==> config.mk <==
export PLATFORM = sky130hd
export DESIGN_NAME = cache_data_array
export DESIGN_NICKNAME = d
export VERILOG_FILES = /design/src/rtl/lc3b_types.sv /design/src/rtl/cache_array_clear_fsm.sv /design/src/rtl/cache_data_array.sv
export SDC_FILE = /design/constraint.sdc
export NUM_CORES = 1
export LEC_CHECK = 0
export ABC_AREA = 0
export CAP_MARGIN = 20
export CORE_UTILIZATION = 25
export CTS_CLUSTER_SIZE = 40
export DETAILED_ROUTE_END_ITERATION = 10
export PLACE_DENSITY = 0.5
export SLEW_MARGIN = 20
export SYNTH_ARGS = -nofsm -noshare
export SYNTH_HDL_FRONTEND = slang
export SYNTH_HIERARCHICAL = 1
export SYNTH_SLANG_ARGS = --single-unit
==> constraint.sdc <==
create_clock -name clk -period 7 [get_ports clk]
set_input_delay 1.75 -clock clk [delete_from_list [all_inputs] [get_ports clk]]
set_output_delay 1.75 -clock clk [all_outputs]
set_load 0.02 [all_outputs]
==> src/rtl/lc3b_types.sv <==
// Shared LC-3b cache types: the entry index and the data-array state enum.
package lc3b_types;

  typedef logic [2:0] lc3b_cache_index;

  typedef enum logic [0:0] {
    ARR_IDLE,
    ARR_CLEAR
  } arr_state_e;

endpackage

==> src/rtl/cache_array_clear_fsm.sv <==
// Clear sequencer for the cache data array: owns the IDLE/CLEAR state, the clear
// counter and the ready flag.
module cache_array_clear_fsm
  import lc3b_types::*;
#(
  parameter int unsigned DEPTH = 8
) (
  input  logic                     clk,
  input  logic                     rst,
  input  logic                     flush,
  output logic                     ready,
  output logic                     clr_en,
  output logic [$clog2(DEPTH)-1:0] clr_addr
);

  localparam int unsigned CW = $clog2(DEPTH);
  localparam logic [CW-1:0] LastCnt = CW'(DEPTH - 1);

  arr_state_e    state_q, state_d;
  logic [CW-1:0] cnt_q, cnt_d;

  always_ff @(posedge clk or posedge rst) begin
    if (rst) begin
      state_q <= ARR_CLEAR;
      cnt_q   <= '0;
    end else begin
      state_q <= state_d;
      cnt_q   <= cnt_d;
    end
  end

  always_comb begin
    state_d = state_q;
    cnt_d   = cnt_q;
    unique case (state_q)
      ARR_IDLE: begin
        if (flush) begin
          state_d = ARR_CLEAR;
          cnt_d   = '0;
        end
      end
      ARR_CLEAR: begin
        if (flush) begin
          cnt_d = '0;
        end else if (cnt_q == LastCnt) begin
          state_d = ARR_IDLE;
          cnt_d   = '0;
        end else begin
          cnt_d = cnt_q + 1'b1;
        end
      end
    endcase
  end

  assign ready    = (state_q == ARR_IDLE);
  assign clr_en   = (state_q == ARR_CLEAR);
  assign clr_addr = cnt_q;

endmodule

==> src/rtl/cache_data_array.sv <==
// Byte-maskable cache line storage with registered read port and sequenced clear.
// Define CACHE_ARRAY_BYPASS_EN to forward same-cycle write data to a same-index read.
module cache_data_array
  import lc3b_types::*;
#(
  parameter int unsigned WIDTH = 128,
  parameter int unsigned DEPTH = 8
) (
  input  logic                     clk,
  input  logic                     rst,
  input  logic                     flush,
  output logic                     ready,
  input  logic                     rd,
  input  logic                     wr,
  input  logic [$clog2(DEPTH)-1:0] index,
  input  logic [WIDTH/8-1:0]       wmask,
  input  logic [WIDTH-1:0]         wdata,
  output logic [WIDTH-1:0]         rdata,
  output logic                     rvalid
);

  localparam int unsigned IW = $clog2(DEPTH);
  localparam int unsigned NB = WIDTH / 8;
  localparam logic [IW:0] DepthW = (IW + 1)'(DEPTH);

  logic [WIDTH-1:0] mem [DEPTH];

  logic             clr_en;
  logic [IW-1:0]    clr_addr;
  logic             in_range;
  logic             rd_acc;
  logic             wr_acc;
  logic [WIDTH-1:0] old_line;
  logic [WIDTH-1:0] merged;
  logic [WIDTH-1:0] rd_line;
  logic [WIDTH-1:0] rdata_q;
  logic             rvalid_q;

  cache_array_clear_fsm #(
    .DEPTH (DEPTH)
  ) u_clear_fsm (
    .clk      (clk),
    .rst      (rst),
    .flush    (flush),
    .ready    (ready),
    .clr_en   (clr_en),
    .clr_addr (clr_addr)
  );

  // Only reachable with a non-power-of-two DEPTH.
  assign in_range = ({1'b0, index} < DepthW);
  assign rd_acc   = rd && ready;
  assign wr_acc   = wr && ready && in_range;

  always_comb begin
    old_line = '0;
    if (in_range) begin
      old_line = mem[index];
    end
  end

  always_comb begin
    merged = old_line;
    for (int b = 0; b < NB; b++) begin
      if (wmask[b]) begin
        merged[8*b +: 8] = wdata[8*b +: 8];
      end
    end
  end

`ifdef CACHE_ARRAY_BYPASS_EN
  assign rd_line = !in_range ? '0 : (wr_acc ? merged : old_line);
`else
  assign rd_line = old_line;
`endif

  // Clear and accepted writes are mutually exclusive: writes need ready (IDLE).
  always_ff @(posedge clk) begin
    if (clr_en) begin
      mem[clr_addr] <= '0;
    end else if (wr_acc) begin
      mem[index] <= merged;
    end
  end

  always_ff @(posedge clk or posedge rst) begin
    if (rst) begin
      rdata_q  <= '0;
      rvalid_q <= 1'b0;
    end else begin
      rvalid_q <= rd_acc;
      if (rd_acc) begin
        rdata_q <= rd_line;
      end
    end
  end

  assign rdata  = rdata_q;
  assign rvalid = rvalid_q;

endmodule

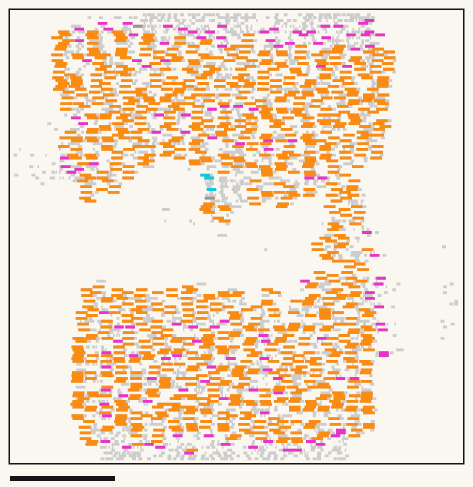
*Sequential cells colored by netlist name*
Scale bar: 100 um. Other sequential cells in the stronger gray, the rest of the logic in the fainter gray.
[u_clear_fsm/clr_addr] cyan | flops: 3
[rdata] magenta | flops: 128
[mem] orange | flops: 1024
not colored: 2
register share of the cell area: 61.4%
Core Util, Final: 30.6%
Register Area: 34100 um2
Flop+latch power: 0.00803 W

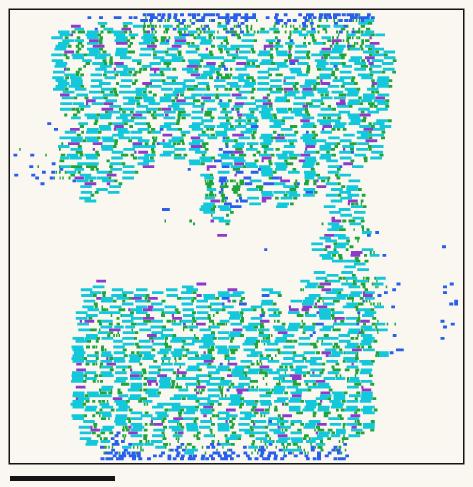
*Placement by cell class*
Scale bar: 100 um.
[clock drivers and dummy loads] purple | cells: 218 | share of their area: 7.5%
[other buffers and delay cells] blue | cells: 338 | share of their area: 6.7%
[flops] cyan | cells: 1157 | share of their area: 65%
[combinational and other logic] green | cells: 1401 | share of their area: 21%
area of the core region: 182000 um2
Finished Cell Area: 55500 um2
standard-cell rows: 156

==> commit_impl_results.txt <==
Add synthesis and place-and-route results

- Die Span Y: 430 um
- Iteration count of the initial detailed-routing pass: 5
* Count of antenna-violating nets left after detailed routing: 0
- Number of top-level pins: 282
- The flow ran to the end, and the final reports show no timing, DRC or antenna violations.
* Signal buf overhead: 6.37%
- Chip Area: 185000 um2
- Number of CTS-inserted buffers: 115
- On met2, the global router reports a usage of 24.0%.
* Floorplan Nets: 2883
- Among all cell types in the netlist, the one instantiated most often is sky130_fd_sc_hd__edfxtp_1.
- After the last flow step, the layout net total stands at 3167.
- Relative contribution of combinational cells to total power: 9.3%
- Data arrives at the worst endpoint at 4750 ps.
- Clkbuf count: 156
- Hold slack: 478 ps
* Worst Hold Launch: rdata[38]$_DFFE_PP0P_
- STA classifies the critical path startpoint as a primary input.
- In the per-layer summary, the met1 wirelength comes to 50.4 mm.
- Proportion of layout cells with a drive suffix above 1: 11.1%
- Per report_power, the top consumer among the power groups is sequential cells.
- The global routing stage identified its most utilized layer as met2.
- For this design the ratio of total power to cell area is 285 nW/um2.
- Routability Congestion: 0.725
* Post-detailed-route DRC marker count: 0
- Postcts setup bufs: 0
* Cell area after synthesis: 45800 um2
- Die X: 430 um
* Tally of OpenROAD warnings: 32
- Number of endpoints failing setup at the final stage: 0
- Share of total power in sequential cells: 50.7%
- Post-Synthesis Mean Instance Area: 16.8 um2
- Final-report max-slew violation count: 0
- Counting cells, the worst reg-to-reg path comes to 6.
- Static timing analysis puts the maximum clock frequency at 232 MHz.
per-stage QoR:
| step | std cells | TNS (ps) | power (W) |
|---|---|---|---|
| 2_1_floorplan | 2729 | -423920 | 0.00895 |
| 3_3_place_gp | 5262 | 0 | 0.00968 |
| 3_5_place_dp | 5264 | 0 | 0.00970 |
| 4_1_cts | 5482 | 0 | 0.0161 |
| 5_1_grt | 5484 | 0 | 0.0164 |
| 6_report | 5484 | 0 | 0.0158 |
logic make-up (layout without fill, tap and decap cells):
family	after synthesis	after routing	synth area share, %
flip-flops	1157	1157	74.3
multiplexers	577	577	12.8
AND-OR/OR-AND	521	521	8.39
buffers and inverters	250	635	2.58
AND/OR/NAND/NOR	222	222	1.87
adder cells (fa/ha/maj)	2	2	0.0546
Power is estimated from default activity; no workload was simulated.
